$ cat src/rtl/player_motion.sv
// player_motion: debounced direction buttons, one buffered turn request
// and bounded per-frame stepping of the player sprite position.
module player_motion #(
    parameter int START_X     = 312,
    parameter int START_Y     = 232,
    parameter int X_MIN       = 8,
    parameter int X_MAX       = 616,
    parameter int Y_MIN       = 8,
    parameter int Y_MAX       = 456,
    parameter int STEP        = 2,
    parameter int PEND_FRAMES = 8
) (
    input  logic       clk,
    input  logic       rst,
    input  logic       soft_reset,
    input  logic       frame_tick,
    input  logic       btn_up,
    input  logic       btn_down,
    input  logic       btn_left,
    input  logic       btn_right,
    output logic [9:0] player_x,
    output logic [9:0] player_y,
    output logic [1:0] dir,
    output logic       moving,
    output logic       turn_pending
);
    typedef enum logic [1:0] {IDLE, MOVE, BLOCKED} state_t;

    localparam logic [1:0] D_RIGHT = 2'd0;
    localparam logic [1:0] D_LEFT  = 2'd1;
    localparam logic [1:0] D_UP    = 2'd2;
    localparam logic [1:0] D_DOWN  = 2'd3;

    localparam logic [9:0]  XS     = 10'(START_X);
    localparam logic [9:0]  YS     = 10'(START_Y);
    localparam logic [9:0]  XMIN10 = 10'(X_MIN);
    localparam logic [9:0]  XMAX10 = 10'(X_MAX);
    localparam logic [9:0]  YMIN10 = 10'(Y_MIN);
    localparam logic [9:0]  YMAX10 = 10'(Y_MAX);
    localparam logic [10:0] XMIN   = 11'(X_MIN);
    localparam logic [10:0] XMAX   = 11'(X_MAX);
    localparam logic [10:0] YMIN   = 11'(Y_MIN);
    localparam logic [10:0] YMAX   = 11'(Y_MAX);
    localparam logic [10:0] STP    = 11'(STEP);
    localparam logic [3:0]  PEND   = 4'(PEND_FRAMES);

    state_t      state;
    logic [3:0]  raw, sync1, sync2, smp, stb, stb_next;
    logic [3:0]  open_dir, cnt;
    logic [1:0]  pend_dir, req_dir, mv_dir;
    logic        req, do_turn, do_cont, do_step;
    logic [10:0] x_w, y_w, x_inc, y_inc;
    logic [9:0]  x_right, x_left, y_up, y_down, nx, ny;

    // bit index equals the dir code of that button
    assign raw = {btn_down, btn_up, btn_left, btn_right};

    always_ff @(posedge clk or negedge rst) begin
        if (!rst) begin
            sync1 <= '0;
            sync2 <= '0;
        end else begin
            sync1 <= raw;
            sync2 <= sync1;
        end
    end

    assign stb_next = (sync2 & smp) | (stb & (sync2 ^ smp));
    assign req      = |stb_next;

    always_comb begin
        req_dir = D_RIGHT;
        unique case (1'b1)
            stb_next[D_UP]:
                req_dir = D_UP;
            stb_next[D_DOWN] & ~stb_next[D_UP]:
                req_dir = D_DOWN;
            stb_next[D_LEFT] & ~stb_next[D_UP] & ~stb_next[D_DOWN]:
                req_dir = D_LEFT;
            default:
                req_dir = D_RIGHT;
        endcase
    end

    assign x_w     = {1'b0, player_x};
    assign y_w     = {1'b0, player_y};
    assign x_inc   = x_w + STP;
    assign y_inc   = y_w + STP;
    assign x_right = (x_inc > XMAX) ? XMAX10 : x_inc[9:0];
    assign y_down  = (y_inc > YMAX) ? YMAX10 : y_inc[9:0];
    assign x_left  = (x_w < XMIN + STP) ? XMIN10 : 10'(x_w - STP);
    assign y_up    = (y_w < YMIN + STP) ? YMIN10 : 10'(y_w - STP);

    assign open_dir = {y_w < YMAX, y_w > YMIN, x_w > XMIN, x_w < XMAX};

    assign do_turn = turn_pending & open_dir[pend_dir];
    assign do_cont = ~do_turn & (state == MOVE) & open_dir[dir];
    assign do_step = do_turn | do_cont;
    assign mv_dir  = do_turn ? pend_dir : dir;

    always_comb begin
        nx = player_x;
        ny = player_y;
        unique case (mv_dir)
            D_RIGHT: nx = x_right;
            D_LEFT:  nx = x_left;
            D_UP:    ny = y_up;
            D_DOWN:  ny = y_down;
        endcase
    end

    always_ff @(posedge clk or negedge rst) begin
        if (!rst) begin
            player_x     <= XS;
            player_y     <= YS;
            dir          <= D_RIGHT;
            moving       <= 1'b0;
            turn_pending <= 1'b0;
            pend_dir     <= D_RIGHT;
            cnt          <= '0;
            smp          <= '0;
            stb          <= '0;
            state        <= IDLE;
        end else if (soft_reset) begin
            player_x     <= XS;
            player_y     <= YS;
            dir          <= D_RIGHT;
            moving       <= 1'b0;
            turn_pending <= 1'b0;
            pend_dir     <= D_RIGHT;
            cnt          <= '0;
            smp          <= '0;
            stb          <= '0;
            state        <= IDLE;
        end else if (frame_tick) begin
            smp    <= sync2;
            stb    <= stb_next;
            moving <= do_step;
            if (do_step) begin
                player_x <= nx;
                player_y <= ny;
            end
            if (do_turn) begin
                dir   <= pend_dir;
                state <= MOVE;
            end else if (state == MOVE && !do_cont) begin
                state <= BLOCKED;
            end
            // a fresh request outranks consuming the old one
            if (req) begin
                pend_dir     <= req_dir;
                turn_pending <= 1'b1;
                cnt          <= PEND;
            end else begin
                if (do_turn)
                    turn_pending <= 1'b0;
                if (cnt != '0) begin
                    cnt <= cnt - 4'd1;
                    if (cnt == 4'd1)
                        turn_pending <= 1'b0;
                end
            end
        end
    end
endmodule

$ cat config.mk
export PLATFORM = sky130hd
export DESIGN_NAME = player_motion
export DESIGN_NICKNAME = d
export VERILOG_FILES = /design/src/rtl/player_motion.sv
export SDC_FILE = /design/constraint.sdc
export NUM_CORES = 1
export LEC_CHECK = 0
export ABC_CLOCK_PERIOD_IN_PS = 2860
export CAP_MARGIN = 30
export CORE_MARGIN = 2
export CORE_UTILIZATION = 45
export CTS_CLUSTER_SIZE = 10
export DETAILED_ROUTE_END_ITERATION = 16
export GPL_ROUTABILITY_DRIVEN = 0
export PLACE_DENSITY = 0.66
export SLEW_MARGIN = 20
export SYNTH_ARGS = -nofsm -noshare
export SYNTH_HDL_FRONTEND = slang
export SYNTH_SLANG_ARGS = --single-unit
$ cat constraint.sdc
create_clock -name clk -period 2.86 [get_ports clk]
set_input_delay 0.572 -clock clk [delete_from_list [all_inputs] [get_ports clk]]
set_output_delay 0.572 -clock clk [all_outputs]
set_load 0.02 [all_outputs]
==> run_1/layer_met1.png <==
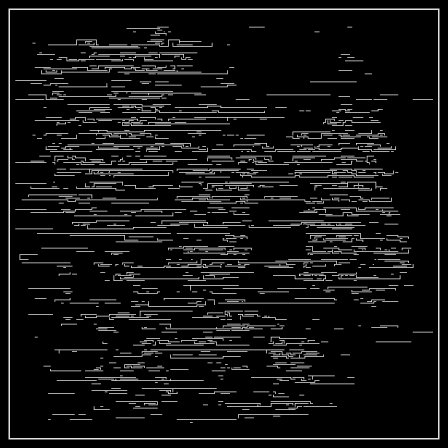
The layer carries 3770 µm of wire. The layer holds 46% of the routed length. 427 nets have wire on it. The longest straight run is 28.1 µm. The wires run mostly horizontal.
grt met1 use: 27.4%
WL final: 8.22 mm
DR vias: 3137

==> run_1/layer_met2.png <==
Scale bar: 20 µm. Cells faint in the background.
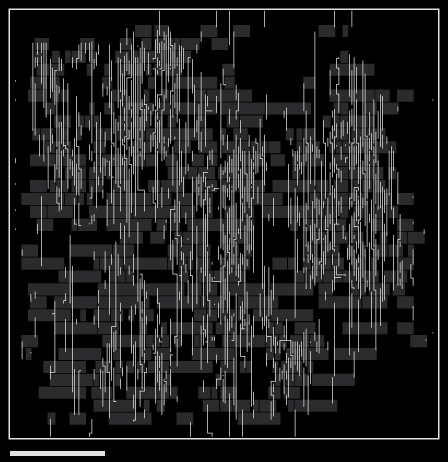
The layer carries 4010 µm of wire. The longest straight run is 33.3 µm. The layer holds 49% of the routed length. The wires run mostly vertical. 387 nets have wire on it.
GRT met2 Usage: 34.0%

==> run_1/layer_met3.png <==
Scale bar: 20 µm.
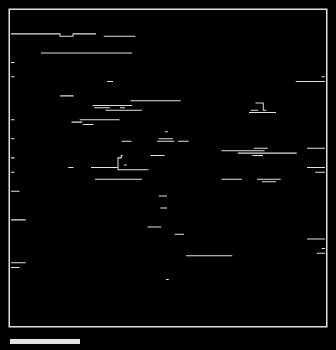
The wires run mostly horizontal. The longest straight run is 25.8 µm. The layer carries 307 µm of wire. 49 nets have wire on it. The layer holds 3.7% of the routed length.
met3 Use GR: 3.27%

==> results.sh, run 1 <==
# flow metrics
export IMPL_area_growth_pct=19.8
export IMPL_status="finished clean"
export IMPL_dr_pass1_iters=5
export IMPL_pwr_share_seq_pct=47.6
export IMPL_pre_cts_slack_ns=0.0501
export IMPL_cts_sinks=46
export IMPL_log_warning_count=30
export IMPL_top_cell_area_share_pct=28.5
export IMPL_top_area_cell="dfrtp_1"
export IMPL_yosys_area_share_aoi_pct=26.2
export IMPL_core_um2=7210
export IMPL_drv_slew=0
export IMPL_dieHeight_um=90.1
export IMPL_post_route_period_util_pct=96.2
export IMPL_slew_limit_headroom_pct=58.3
export IMPL_lay_top_cells="nor2_1 (41), dfrtp_1 (38), nand2_1 (37)"
export IMPL_crit_end="player_x[6]"
export IMPL_ys_sh_xor_pct=1.84
export IMPL_comb_area_um2=2000
export IMPL_setup_viol=0
export IMPL_grt_pass1_wl_mm=13.9
export IMPL_cap_violations=0
export IMPL_drt_initial_drc_count=159
export IMPL_clk_share_pct=2.35
export IMPL_worst_hold_slack_ns=0.242
export IMPL_synth_area_um2=3340
export IMPL_r2r_cells=7
export IMPL_comb_power_mw=0.417
export IMPL_wl_met1_mm=3.77
export IMPL_chipArea_um2=8120
export IMPL_layout_top_cell="nor2_1"
export IMPL_num_rows=31
export IMPL_syn_inst=403
export IMPL_ys_top_logic_family="AND-OR/OR-AND gates"
export IMPL_fillers=693
export IMPL_synth_chip_area_um2=3340
export IMPL_startpoint="player_x[7]"
export IMPL_ys_sh_adder_pct=4.12
export IMPL_p_per_area_nw_per_um2=396
export IMPL_worstPathCellList="or4_4 > or3_1 > mux2i_1 > a2111oi_4 > or2_2 > a21o_2 > o221ai_1"
export IMPL_insertedDiodeCount=0
==> run 2, diff against run 1 <==
- CTS_CLUSTER_DIAMETER: unset -> 50
==> run_2/detail.png <==
Scale bar: 5 µm. Window x 13 to 33, y 58 to 78 µm. Cells in gray, sequential cells in the stronger gray; small squares are vias.
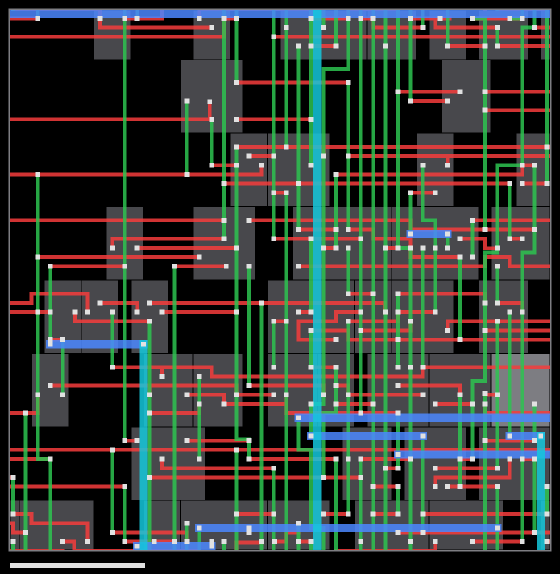
metal 4: drawn in cyan. metal 1: drawn in red. metal 3: drawn in blue. metal 2: drawn in green.
Most frequent: nand2_1 (6), nor2_1 (5), a21oi_1 (4). 41 logic cells have their middle in the window. Sequential cells in the window: 0.

==> run_2/layer_met3.png <==
Scale bar: 20 µm.
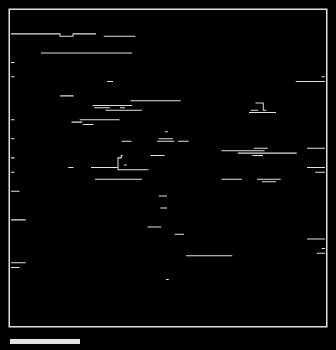

==> run_2/layer_met1.png <==
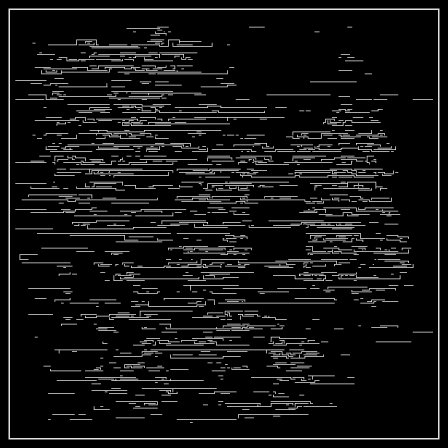
The layer carries 3770 µm of wire. The wires run mostly horizontal. The layer holds 46% of the routed length. 427 nets have wire on it. The longest straight run is 28.1 µm.

==> run 2 against run 1 <==
  * Clock power hardly changed
  * Clock skew stayed put
  * Total power stayed put
  * Final area stayed put
  * Worst hold slack stayed put
  * Synthesized cell count stayed put
  * Core utilization stayed put
  * Largest cell class unchanged
  * Largest power group unchanged
  * Highest routed layer unchanged
==> results.sh, run 2 <==
# flow metrics
export IMPL_grt_antenna_before_repair=0
export IMPL_cts_buffers=5
export IMPL_grt_total_usage_pct=20.4
export IMPL_chipArea_um2=8120
export IMPL_antenna_left=0
export IMPL_ys_sh_xor_pct=1.84
export IMPL_lay_top_cells="nor2_1 (41), dfrtp_1 (38), nand2_1 (37)"
export IMPL_core_um2=7210
export IMPL_leakagePower_nw=1.66
export IMPL_fillers=693
export IMPL_synth_chip_area_um2=3340
export IMPL_rsz0062_at_grt="false"
export IMPL_r2r_cells=7
export IMPL_setup_viol=0
export IMPL_dieHeight_um=90.1
export IMPL_insertedDiodeCount=0
export IMPL_async_flop_share_pct=100
export IMPL_grt_util_met2_pct=34.0
export IMPL_log_warning_count=30
export IMPL_min_period_ns=2.75
export IMPL_total_power_mw=1.58
export IMPL_worst_pin_slew_ns=0.621
export IMPL_cts_sinks=46
export IMPL_detail_route_wirelength_mm=8.22
export IMPL_pwr_group_clock_mw=0.412
export IMPL_drt_initial_drc_count=159
export IMPL_num_rows=31
export IMPL_nClkBuffers=5
export IMPL_nNonClkBuffers=59
export IMPL_top_cell_area_share_pct=28.5
export IMPL_reg_top3="player_x: 9 flops, player_y: 9 flops"
export IMPL_layout_cells_non_filler=538
export IMPL_comb_area_um2=2000
export IMPL_hold_buffers=0
export IMPL_place_area_um2=3830
export IMPL_area_growth_pct=19.8
export IMPL_rr_endpoint="player_x[6]"
export IMPL_crit_type="reg2reg"
export IMPL_routed_via_count=3137
export IMPL_cp_start_kind="flop"
export IMPL_crit_fanout=9
export IMPL_ys_top_cells_by_count="nor2_1 (41), dfrtp_1 (38), nand2_1 (37)"
export IMPL_worst_hold_slack_ns=0.242
export IMPL_syn_inst=403
export IMPL_post_route_period_util_pct=96.2
export IMPL_nWellTaps=99
export IMPL_worstPathArrival_ns=2.94
export IMPL_die_x_um=90.1
export IMPL_grt_pass1_vias=2943
export IMPL_io_pins=32
export IMPL_p_switching_mw=0.530
export IMPL_n_all_inverters=20
export IMPL_clk_latency_ns=0.30
export IMPL_drv_slew=0
export IMPL_final_nonclk_buf_share_pct=13.6
export IMPL_cap_violations=0
export IMPL_met1_usage_pct=27.4
export IMPL_worstPathCellList="or4_4 > or3_1 > mux2i_1 > a2111oi_4 > or2_2 > a21o_2 > o221ai_1"
export IMPL_status="finished clean"
export IMPL_clk_share_pct=2.35
export IMPL_slew_limit_headroom_pct=58.3
export IMPL_numPortBuffers=29
export IMPL_dr_pass1_iters=5
export IMPL_cts_buffer_depth=2
export IMPL_nets=457
export IMPL_sh_comb_area_pct=50.0
export IMPL_slowest_stage="or4_4"
export IMPL_ys_types=75
export IMPL_edf_count=0
export IMPL_ys_top_logic_family="AND-OR/OR-AND gates"
export IMPL_top_area_cell="dfrtp_1"
export IMPL_p_per_area_nw_per_um2=396
export IMPL_dpl_cell_count=529
export IMPL_root_buffer="clkbuf_8"
export IMPL_design_seq_count=46
export IMPL_clock_skew_final_ns=0.00357
export IMPL_globalRouteMet3Util_pct=3.27
export IMPL_startpoint="player_x[7]"
export IMPL_grt_pass1_wl_mm=13.9
export IMPL_pre_cts_slack_ns=0.0501
export IMPL_crit_end="player_x[6]"
export IMPL_ys_sh_adder_pct=4.12
export IMPL_yosys_area_share_aoi_pct=26.2
export IMPL_synth_area_um2=3340
export IMPL_wl_met1_mm=3.77
export IMPL_layout_top_cell="nor2_1"
export IMPL_pwr_share_seq_pct=47.6
export IMPL_logic_gate_count=306
export IMPL_comb_power_mw=0.417
export IMPL_yosys_warnings=0
==> run_2/congestion.png <==
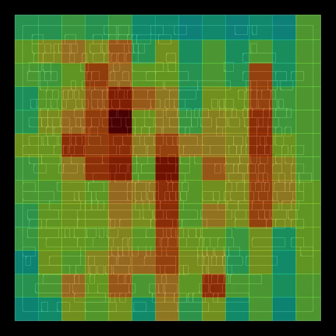

==> run 3, diff against run 2 <==
- CORE_MARGIN: 2 -> unset
==> run_3/congestion.png <==
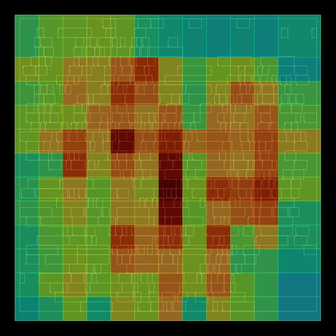
grt met1 use: 29.7%
post-DR wirelength/cell: 15.1 µm

==> run_3/detail.png <==
Scale bar: 5 µm. Window x 12 to 32, y 56 to 76 µm. Cells in gray, sequential cells in the stronger gray; small squares are vias.
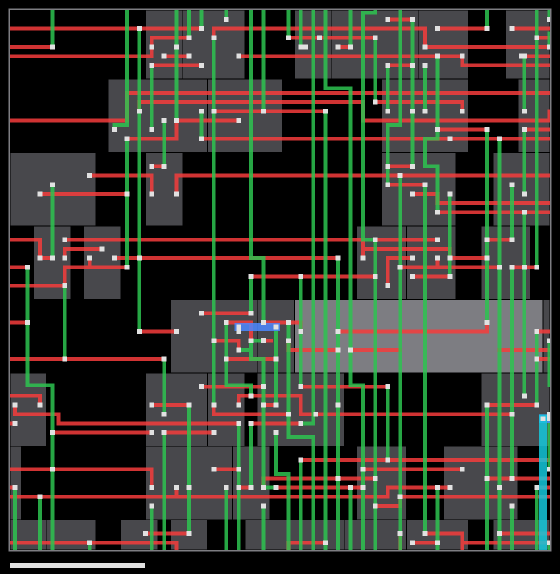
metal 3: drawn in blue. metal 2: drawn in green. metal 4: drawn in cyan. metal 1: drawn in red.
Netlist names of flops here include `player_x` (1). Sequential cells in the window: 1. 29 logic cells have their middle in the window. Most frequent: nor2_1 (4), nor3_1 (4), nand2_1 (3).

==> run 3 against run 2 <==
  * Total power increased by 0.34%
  * Routed wire length decreased by 0.99%
  * Sequential power about the same
  * Synthesized cell count unchanged
  * Area after synthesis unchanged
  * Final area decreased by 0.19%
  * Non-clock buffer count increased by 1
  * Setup slack got worse by 0.013 ns
  * Count of clock-buffer cells in the layout unchanged
  * Critical path depth increased by 1
  * Clock power increased by 1%
  * Critical path type unchanged
==> results.sh, run 3 <==
# flow metrics
export IMPL_nClkBuffers=5
export IMPL_worstPathArrival_ns=3.00
export IMPL_logic_gate_count=306
export IMPL_post_route_period_util_pct=96.7
export IMPL_comb_power_mw=0.419
export IMPL_async_flop_share_pct=100
export IMPL_p_switching_mw=0.542
export IMPL_clk_latency_ns=0.31
export IMPL_wl_met1_mm=3.84
export IMPL_chipArea_um2=7760
export IMPL_leakagePower_nw=1.66
export IMPL_pre_cts_slack_ns=-0.0131
export IMPL_top_area_cell="dfrtp_1"
export IMPL_worstPathCellList="or4_4 > or4_1 > a32o_1 > and2_4 > and3b_2 > nand2_4 > o31a_1 > o21ai_1"
export IMPL_ys_sh_adder_pct=4.12
export IMPL_grt_antenna_before_repair=0
export IMPL_cp_start_kind="flop"
export IMPL_ys_sh_xor_pct=1.84
export IMPL_grt_pass1_wl_mm=14.2
export IMPL_clock_skew_final_ns=0.00740
export IMPL_design_seq_count=46
export IMPL_nWellTaps=99
export IMPL_hold_buffers=0
export IMPL_yosys_area_share_aoi_pct=26.2
export IMPL_startpoint="player_x[7]"
export IMPL_nNonClkBuffers=60
export IMPL_fillers=686
export IMPL_ys_top_logic_family="AND-OR/OR-AND gates"
export IMPL_area_growth_pct=19.6
export IMPL_numPortBuffers=29
export IMPL_p_per_area_nw_per_um2=398
export IMPL_flop_area_um2=1160
export IMPL_io_pins=32
export IMPL_post_cts_setup_buffers=1
export IMPL_cts_buffer_depth=2
export IMPL_globalRouteMet3Util_pct=2.36
export IMPL_grt_total_usage_pct=23.1
export IMPL_rr_endpoint="player_y[4]"
export IMPL_log_warning_count=30
export IMPL_n_all_inverters=20
export IMPL_drt_initial_drc_count=127
export IMPL_comb_area_um2=2000
export IMPL_cap_violations=0
export IMPL_total_power_mw=1.59
export IMPL_dpl_cell_count=529
export IMPL_insertedDiodeCount=0
export IMPL_synth_chip_area_um2=3340
export IMPL_ys_top_cells_by_count="nor2_1 (41), dfrtp_1 (38), nand2_1 (37)"
export IMPL_num_rows=31
export IMPL_critPathTopFamily="simple AND/OR/NAND/NOR gates"
export IMPL_sh_comb_area_pct=50.0
export IMPL_crit_fanout=6
export IMPL_dr_pass1_iters=4
export IMPL_pwr_share_seq_pct=47.5
export IMPL_r2r_cells=8
export IMPL_lay_top_cells="nor2_1 (41), dfrtp_1 (38), nand2_1 (37)"
export IMPL_layout_cells_non_filler=539
export IMPL_drv_slew=0
export IMPL_syn_inst=403
export IMPL_antenna_left=0
export IMPL_pwr_group_clock_mw=0.416
export IMPL_setup_viol=0
export IMPL_edf_count=0
export IMPL_crit_end="player_y[4]"
export IMPL_reg_top3="player_x: 9 flops, player_y: 9 flops"
export IMPL_crit_type="reg2reg"
export IMPL_layout_top_cell="nor2_1"
export IMPL_root_buffer="clkbuf_8"
export IMPL_nets=458
export IMPL_synth_area_um2=3340
export IMPL_die_x_um=88.1
export IMPL_final_nonclk_buf_share_pct=13.6
export IMPL_status="finished clean"
export IMPL_grt_util_met2_pct=40.9
export IMPL_dieHeight_um=88.1
export IMPL_worst_pin_slew_ns=0.567
==> run_3/layer_met2.png <==
Scale bar: 20 µm. Cells faint in the background.
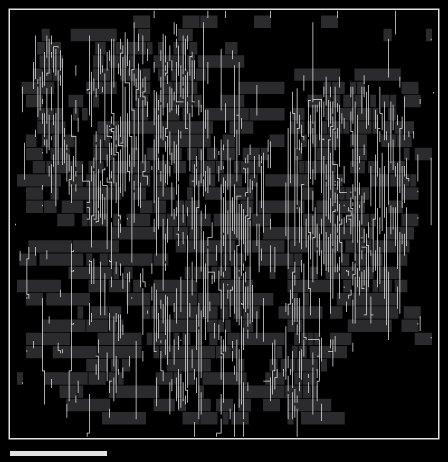
The longest straight run is 33.7 µm. The layer carries 3910 µm of wire. The wires run mostly vertical. The layer holds 48% of the routed length.
WL final: 8.14 mm
DR vias: 3116

Power and IR drop assume default switching activity.
